$ cat src/rtl/scoreboard_hazard_unit_if.sv
// Bundle between the ID/EX pipeline stages and the load-use scoreboard.
// The master side drives decode/execute state; the slave side (the hazard
// unit) returns the combinational stall request.
interface scoreboard_hazard_unit_if #(
    parameter int ADDR_WIDTH = 5
);
    logic [ADDR_WIDTH-1:0] ID_ADDR1;
    logic [ADDR_WIDTH-1:0] ID_ADDR2;
    logic                  ID_OPERAND1_SELECT;
    logic                  ID_OPERAND2_SELECT;
    logic [ADDR_WIDTH-1:0] EX_REG_WRITE_ADDR;
    logic                  EX_DATA_MEM_READ;
    logic                  EX_VALID;
    logic                  FLUSH;
    logic                  MEM_BUSY;
    logic                  LU_HAZ_SIG;

    modport master (
        output ID_ADDR1, ID_ADDR2, ID_OPERAND1_SELECT, ID_OPERAND2_SELECT,
               EX_REG_WRITE_ADDR, EX_DATA_MEM_READ, EX_VALID, FLUSH, MEM_BUSY,
        input  LU_HAZ_SIG
    );

    modport slave (
        input  ID_ADDR1, ID_ADDR2, ID_OPERAND1_SELECT, ID_OPERAND2_SELECT,
               EX_REG_WRITE_ADDR, EX_DATA_MEM_READ, EX_VALID, FLUSH, MEM_BUSY,
        output LU_HAZ_SIG
    );
endinterface

$ cat src/rtl/scoreboard_hazard_unit.sv
// Load-use hazard detector with a per-register countdown scoreboard.
// Each in-flight load arms a counter for its destination register; an ID
// operand reading that register stalls while the count is 2 or more (a count
// of 1 means the value is forwardable). A load sitting in EX this cycle is
// covered directly by the ex_match path so there is no one-cycle gap.
// Optional feature: define HAZ_STALL_CNT_EN to add the saturating
// STALL_COUNT output; without it the port and counter do not exist.
module scoreboard_hazard_unit #(
    parameter int ADDR_WIDTH      = 5,
    parameter int LOAD_LATENCY    = 2,
    parameter int CNT_WIDTH       = 3,
    parameter int STALL_CNT_WIDTH = 16
) (
    input  logic                       CLK,
    input  logic                       RESET,
`ifdef HAZ_STALL_CNT_EN
    output logic [STALL_CNT_WIDTH-1:0] STALL_COUNT,
`endif
    scoreboard_hazard_unit_if.slave    bus
);
    localparam int NUM_REGS = 2 ** ADDR_WIDTH;

    logic [CNT_WIDTH-1:0] cnt_q [NUM_REGS];
    logic [CNT_WIDTH-1:0] cnt_d [NUM_REGS];
    logic                 ex_load;
    logic                 issue;

    // A still-pending load result that cannot yet be forwarded.
    function automatic logic pend(input logic [ADDR_WIDTH-1:0] a);
        return (a != '0) && (cnt_q[a] >= CNT_WIDTH'(2));
    endfunction

    // The dependent instruction meets the load while it is still in EX.
    function automatic logic ex_match(input logic [ADDR_WIDTH-1:0] a);
        return ex_load && (a != '0) && (a == bus.EX_REG_WRITE_ADDR);
    endfunction

    // Qualify the EX-stage load and decide whether it is recorded.
    always_comb begin
        ex_load = bus.EX_DATA_MEM_READ & bus.EX_VALID & ~bus.FLUSH;
        issue   = ex_load & (bus.EX_REG_WRITE_ADDR != '0);
    end

    // Next countdown per register: issue reloads, otherwise tick unless memory is busy.
    always_comb begin
        cnt_d[0] = '0;
        for (int r = 1; r < NUM_REGS; r++) begin
            cnt_d[r] = cnt_q[r];
            if (issue && (bus.EX_REG_WRITE_ADDR == ADDR_WIDTH'(r))) begin
                cnt_d[r] = CNT_WIDTH'(LOAD_LATENCY);
            end else if (!bus.MEM_BUSY && (cnt_q[r] != '0)) begin
                cnt_d[r] = cnt_q[r] - CNT_WIDTH'(1);
            end
        end
    end

    // Scoreboard state; reset forgets every in-flight load.
    always_ff @(posedge CLK or posedge RESET) begin
        if (RESET) begin
            for (int r = 0; r < NUM_REGS; r++) begin
                cnt_q[r] <= '0;
            end
        end else begin
            for (int r = 0; r < NUM_REGS; r++) begin
                cnt_q[r] <= cnt_d[r];
            end
        end
    end

    // Stall request for either register-file operand.
    always_comb begin
        bus.LU_HAZ_SIG =
            (~bus.ID_OPERAND1_SELECT & (ex_match(bus.ID_ADDR1) | pend(bus.ID_ADDR1))) |
            (~bus.ID_OPERAND2_SELECT & (ex_match(bus.ID_ADDR2) | pend(bus.ID_ADDR2)));
    end

`ifdef HAZ_STALL_CNT_EN
    logic [STALL_CNT_WIDTH-1:0] stall_cnt_q;

    // Count stalled cycles, holding at all-ones once saturated.
    always_ff @(posedge CLK or posedge RESET) begin
        if (RESET) begin
            stall_cnt_q <= '0;
        end else if (bus.LU_HAZ_SIG && (stall_cnt_q != '1)) begin
            stall_cnt_q <= stall_cnt_q + STALL_CNT_WIDTH'(1);
        end
    end

    assign STALL_COUNT = stall_cnt_q;
`endif
endmodule
$ cat src/flat_wrapper.sv
// flat-port wrapper written by rule: the top's interface ports become plain ports
module scoreboard_hazard_unit_flat 
#(
    parameter int ADDR_WIDTH      = 5,
    parameter int LOAD_LATENCY    = 2,
    parameter int CNT_WIDTH       = 3,
    parameter int STALL_CNT_WIDTH = 16
)
  (CLK, RESET, bus_ID_ADDR1, bus_ID_ADDR2, bus_ID_OPERAND1_SELECT, bus_ID_OPERAND2_SELECT, bus_EX_REG_WRITE_ADDR, bus_EX_DATA_MEM_READ, bus_EX_VALID, bus_FLUSH, bus_MEM_BUSY, bus_LU_HAZ_SIG);
  scoreboard_hazard_unit_if #(.ADDR_WIDTH(ADDR_WIDTH)) bus_i ();
  input  logic CLK;
  input  logic RESET;
  input wire logic [$bits(bus_i.ID_ADDR1)-1:0] bus_ID_ADDR1;
  input wire logic [$bits(bus_i.ID_ADDR2)-1:0] bus_ID_ADDR2;
  input wire logic [$bits(bus_i.ID_OPERAND1_SELECT)-1:0] bus_ID_OPERAND1_SELECT;
  input wire logic [$bits(bus_i.ID_OPERAND2_SELECT)-1:0] bus_ID_OPERAND2_SELECT;
  input wire logic [$bits(bus_i.EX_REG_WRITE_ADDR)-1:0] bus_EX_REG_WRITE_ADDR;
  input wire logic [$bits(bus_i.EX_DATA_MEM_READ)-1:0] bus_EX_DATA_MEM_READ;
  input wire logic [$bits(bus_i.EX_VALID)-1:0] bus_EX_VALID;
  input wire logic [$bits(bus_i.FLUSH)-1:0] bus_FLUSH;
  input wire logic [$bits(bus_i.MEM_BUSY)-1:0] bus_MEM_BUSY;
  output wire logic [$bits(bus_i.LU_HAZ_SIG)-1:0] bus_LU_HAZ_SIG;
  assign bus_i.ID_ADDR1 = bus_ID_ADDR1;
  assign bus_i.ID_ADDR2 = bus_ID_ADDR2;
  assign bus_i.ID_OPERAND1_SELECT = bus_ID_OPERAND1_SELECT;
  assign bus_i.ID_OPERAND2_SELECT = bus_ID_OPERAND2_SELECT;
  assign bus_i.EX_REG_WRITE_ADDR = bus_EX_REG_WRITE_ADDR;
  assign bus_i.EX_DATA_MEM_READ = bus_EX_DATA_MEM_READ;
  assign bus_i.EX_VALID = bus_EX_VALID;
  assign bus_i.FLUSH = bus_FLUSH;
  assign bus_i.MEM_BUSY = bus_MEM_BUSY;
  assign bus_LU_HAZ_SIG = bus_i.LU_HAZ_SIG;
  scoreboard_hazard_unit #(.ADDR_WIDTH(ADDR_WIDTH), .LOAD_LATENCY(LOAD_LATENCY), .CNT_WIDTH(CNT_WIDTH), .STALL_CNT_WIDTH(STALL_CNT_WIDTH)) u_core (.CLK(CLK), .RESET(RESET), .bus(bus_i));
endmodule
$ cat config.mk
export PLATFORM = sky130hd
export DESIGN_NAME = scoreboard_hazard_unit_flat
export DESIGN_NICKNAME = d
export VERILOG_FILES = /design/src/rtl/scoreboard_hazard_unit_if.sv /design/src/rtl/scoreboard_hazard_unit.sv /design/src/flat_wrapper.sv
export SDC_FILE = /design/constraint.sdc
export NUM_CORES = 1
export LEC_CHECK = 0
export CORE_MARGIN = 2
export CORE_UTILIZATION = 30
export DETAILED_ROUTE_END_ITERATION = 10
export GPL_TIMING_DRIVEN = 0
export HOLD_SLACK_MARGIN = 0.08
export PLACE_DENSITY = 0.55
export RECOVER_POWER = 100
export SLEW_MARGIN = 20
export SYNTH_ARGS = -nofsm -noshare
export SYNTH_HDL_FRONTEND = slang
export SYNTH_SLANG_ARGS = --single-unit
$ cat constraint.sdc
create_clock -name CLK -period 4.9 [get_ports CLK]
set_clock_uncertainty 0.15 [all_clocks]
set_input_delay 1.47 -clock CLK [delete_from_list [all_inputs] [get_ports CLK]]
set_output_delay 1.47 -clock CLK [all_outputs]
set_load 0.02 [all_outputs]
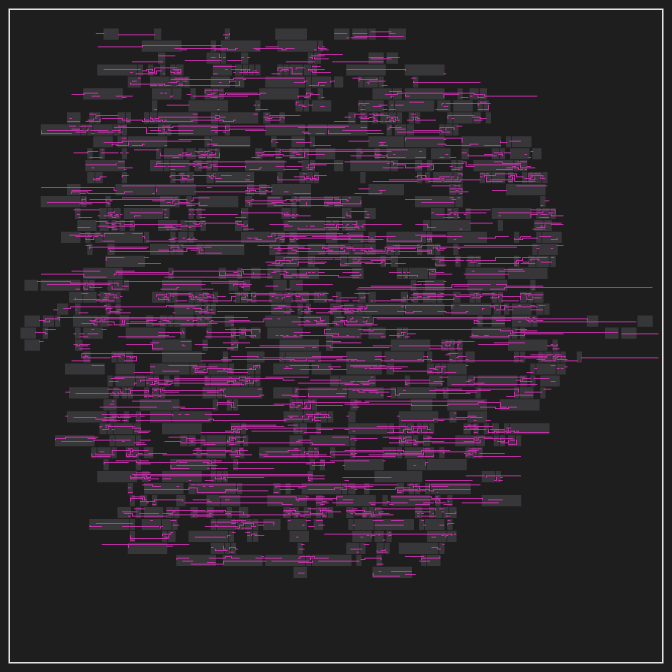
run_1/layer_met1.png
793 nets have wire on it. The layer holds 48% of the routed length.

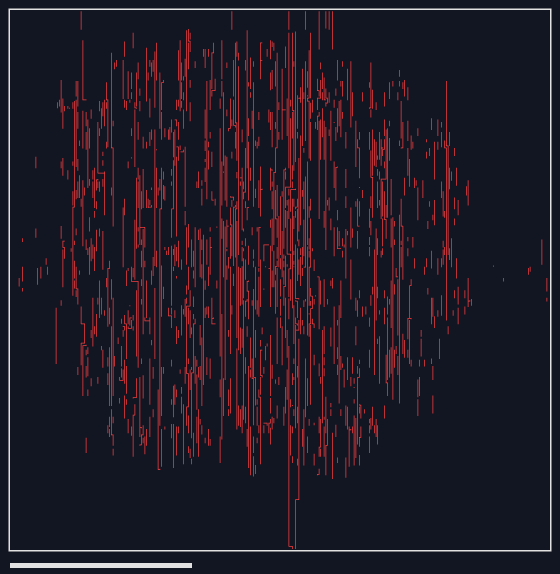
run_1/layer_met2.png
The bar under the picture is 50 µm long.
The layer carries 6820 µm of wire. The longest straight run is 62.6 µm. 678 nets have wire on it.
via count: 4938
DRT Wirelength: 14910 µm
met2 usage in global routing: 22.64%

==> impl_metrics.ini, run 1 <==
; implementation run metrics
[logic_synthesis]
simple_gate_area_share_pct = 19.87
synth-edff-count = 0
synth_flops = 93
synthFlopType = dfrtp_1
yosysMostFrequentCell = nor2_1
mux_share_pct = 5.048
synthesis.area_um2 = 6246
synth_cell_type_count = 37

[worst_setup_path]
crit_path_max_incr_delay_ns = 0.51
rrSetupSlack_ns = 3.39
timing.rr.end = u_core.cnt_q[40]

[layout]
logic_area_um2 = 3468
buffers = 41
n_sequential_cell = 93
n_fill_cell = 2108
final_nets = 875

[place]
dp_hpwl_um = 10800
port_buffers = 15
place_inst = 1046
place.gp.congestion = 0.7877
placed_area_um2 = 6766

[detailed_routing]
drc_errors = 0
highest_layer = met5

[grt]
antenna_found_initial = 1
grt.busiest_layer = met2
grt_pass1_vias = 4771

[timing]
maxSlewViolCount = 47
setup_tns_ns = 0

[power_and_ir_drop]
pg_comb_w = 0.00176
power.density_nw_per_um2 = 554.5
p_seq_w = 0.00146
p_seq_share_pct = 37.1
p_sw_w = 0.001563
pwr-share-clk_pct = 18.3

[clock_tree]
cts_tree = built
cts_root_buffer = clkbuf_16

[die]
dieHeight_um = 148.3
tapCellCount = 270
fp_util_pct = 30.67
dieArea_um2 = 21990
ios = 24

[run_status]
violations = capacitance limit, slew limit
status = finished with violations

[flow_run]
drv_cap = 1
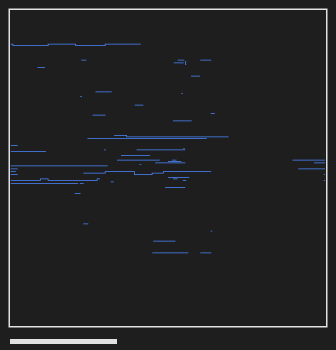
run_1/layer_met3.png
The bar under the picture is 50 µm long.
The layer holds 4.1% of the routed length. The longest straight run is 55.7 µm. 38 nets have wire on it. The layer carries 606 µm of wire.
GRT met3 Usage: 2.975%

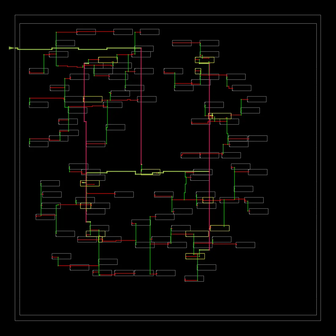
run_1/clocks.png
Clock Power: 0.000720 W
# clock sinks: 93
clock buf count: 11
worst skew pair latency: 0.35 ns

## run 1: layout by cell type, fill, tap and decap left out, types with 15 or more instances in the layout
| cell | synthesis | layout |
|---|---|---|
| a21oi_1 | 69 | 69 |
| clkbuf_1 | 18 | 15 |
| dfrtp_1 | 93 | 93 |
| ha_1 | 62 | 62 |
| inv_1 | 97 | 96 |
| nand2_1 | 37 | 37 |
| nor2_1 | 183 | 183 |
| nor2b_1 | 33 | 33 |
| o21ai_0 | 62 | 62 |
| xnor2_1 | 37 | 37 |
## run 1: what timing repair did
| item | CTS | global route |
|---|---|---|
| resized | 19 | 14 |
| endpoints found under the setup margin | 1 | 1 |
| pin swaps | 0 | 3 |
| hold buffers | 0 | 0 |
| buffers inserted | 0 | 3 |
--- run 2 (diff from run 1) ---
CELL_PAD_IN_SITES_DETAIL_PLACEMENT = 1   (was unset)
CELL_PAD_IN_SITES_GLOBAL_PLACEMENT = 1   (was unset)
PLACE_DENSITY = 0.66   (was 0.55)
==> impl_metrics.ini, run 2 <==
; implementation run metrics
[worst_setup_path]
rrSetupSlack_ns = 3.37

[layout]
n_fill_cell = 2431
lay_top_cells = nor2_1 (183), inv_1 (96), dfrtp_1 (93), a21oi_1 (69)
n_sequential_cell = 93
lay_top_count = nor2_1

[grt]
grt.busiest_layer = met2
use_met2_pct = 27.71
antenna_found_initial = 1

[clock_tree]
cts.hold.buffers_added = 0
cts_resized = 19
cts.sinks = 93

[die]
dieHeight_um = 148.3

[run_status]
status = finished with violations
violations = capacitance limit, slew limit

[place]
port_buffers = 15
dp_hpwl_um = 12420

[timing]
maxSlewViolCount = 75

[power_and_ir_drop]
power.density_nw_per_um2 = 561.2
pwr-share-clk_pct = 17.6
p_seq_share_pct = 36.9

[detailed_routing]
vias = 5103

[logic_synthesis]
synth_cell_type_count = 37

[flow_run]
drv_cap = 1
run 2: power by group through the flow:
stage | Combinational, W | Sequential (W) | Clock (W)
floorplan | 0.00143 | 0.00141 | 0
global placement | 0.00172 | 0.00147 | 0
detailed placement | 0.00182 | 0.00148 | 0
CTS | 0.00184 | 0.00147 | 0.000715
global route | 0.00215 | 0.00153 | 0.000740
finish | 0.00181 | 0.00147 | 0.000698
run 2: kinds of logic after synthesis:
group | after synthesis | share of synthesized area (%)
XOR/XNOR | 40 | 5.609
AND-OR/OR-AND | 146 | 12.28
adder cells (fa/ha/maj) | 62 | 12.42
flip-flops | 93 | 37.26
buffers and inverters | 120 | 7.512
multiplexers | 14 | 5.048
AND/OR/NAND/NOR | 285 | 19.87
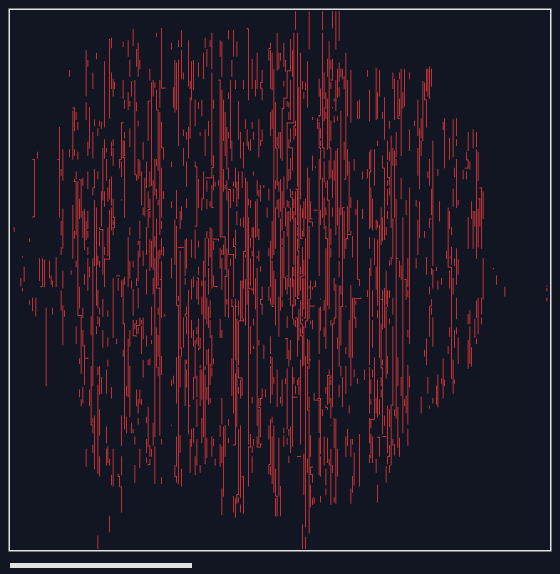
run_2/layer_met2.png
The bar under the picture is 50 µm long.
The longest straight run is 60.2 µm. The layer holds 49% of the routed length. The layer carries 8110 µm of wire.

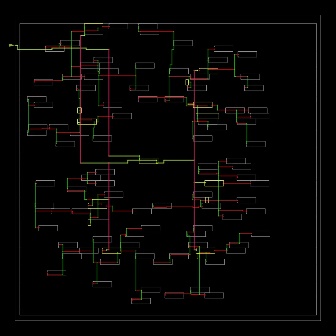
run_2/clocks.png
clock buf count: 13
Clock Power: 0.000698 W

--- run 3 (diff from run 2) ---
CAP_MARGIN = 20   (was unset)
RECOVER_POWER = 25   (was 100)
==> impl_metrics.ini, run 3 <==
; implementation run metrics
[run_status]
status = finished with violations
violations = capacitance limit, slew limit

[worst_setup_path]
timing.rr.end = u_core.cnt_q[79]
crit_path_max_incr_delay_ns = 0.51
crit_type = in -> out
rrSetupSlack_ns = 3.37
cp-endpoint = bus_LU_HAZ_SIG

[grt]
antenna_found_initial = 1
use_met2_pct = 27.71
grt_pass1_vias = 5390

[power_and_ir_drop]
p_seq_share_pct = 36.9
pwr-share-clk_pct = 17.6
p_sw_w = 0.001624
power.density_nw_per_um2 = 561.3
maxPowerGroup = combinational logic
pg_comb_w = 0.00181
p_clk_w = 0.000698
p_seq_w = 0.00147

[die]
fp_util_pct = 30.67
ios = 24
dieHeight_um = 148.3

[logic_synthesis]
synth_flops = 93
yosysMostFrequentCell = nor2_1
synthFlopType = dfrtp_1
synth-edff-count = 0
synth_cell_type_count = 37
synthesis.area_um2 = 6246

[detailed_routing]
highest_layer = met4
drc_errors = 0

[clock_tree]
clkLatencyLatePin_ns = 0.36
cts_root_buffer = clkbuf_16
cts_tree = built
cts.sinks = 93

[flow_run]
drv_cap = 1

[place]
place.gp.congestion = 0.7903
port_buffers = 15
place_inst = 1046
placed_area_um2 = 6766
dp_hpwl_um = 12420

[layout]
n_fill_cell = 2431
logic_area_um2 = 3471
lay_top_count = nor2_1
lay_top_cells = nor2_1 (183), inv_1 (96), dfrtp_1 (93), a21oi_1 (69)

[timing]
maxSlewViolCount = 75
setup_tns_ns = 0
-- run 3: cell families after synthesis --
logic type | share of synthesized area [%]
and+or+nand+nor | 19.87
AOI/OAI and AO/OA | 12.28
buffers and inverters | 7.512
DFF | 37.26
adders and majority gates | 12.42
xor gates and xnor gates | 5.609
muxes | 5.048
-- run 3: repair_timing --
item | CTS | global route
setup buffers | 0 | 2
gates resized | 19 | 17
setup endpoints to repair | 1 | 1
pin swaps | 1 | 4
-- run 3: area by class of cell --
class,count,area share (%)
sequential,93,32.85
buffer,22,1.819
clock buffer,13,3.391
tap,270,4.769
timing repair buffer,18,2.261
multi-input combinational,547,48.99
clock inverter,2,0.4945
inverter,98,5.387
antenna,1,0.03532
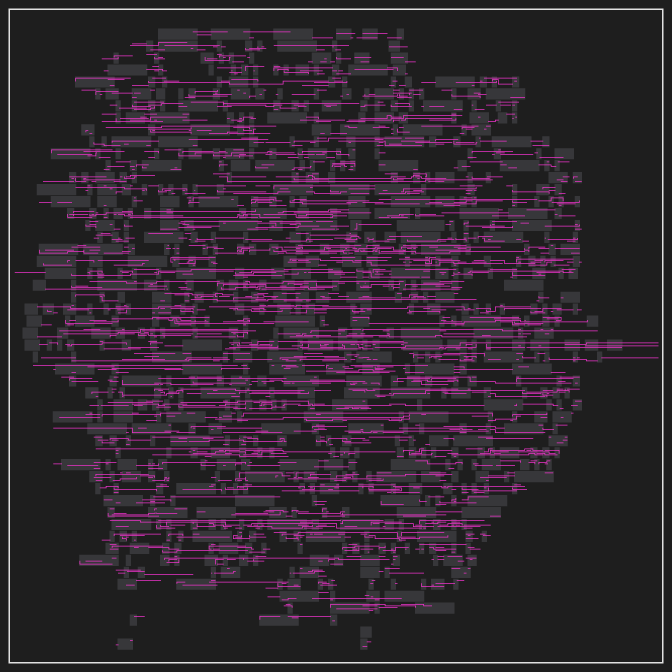
run_3/layer_met1.png
The layer carries 7960 µm of wire. The layer holds 48% of the routed length.
via count: 5103
met1 GRT Util: 20.46%
DRT Wirelength: 16700 µm

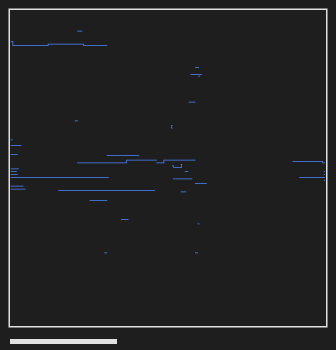
run_3/layer_met3.png
The bar under the picture is 50 µm long.
The wires run mostly horizontal. The longest straight run is 45.8 µm. The layer carries 324 µm of wire. 25 nets have wire on it. The layer holds 1.9% of the routed length.
GRT met3 Usage: 1.994%

Power and IR drop assume default switching activity.
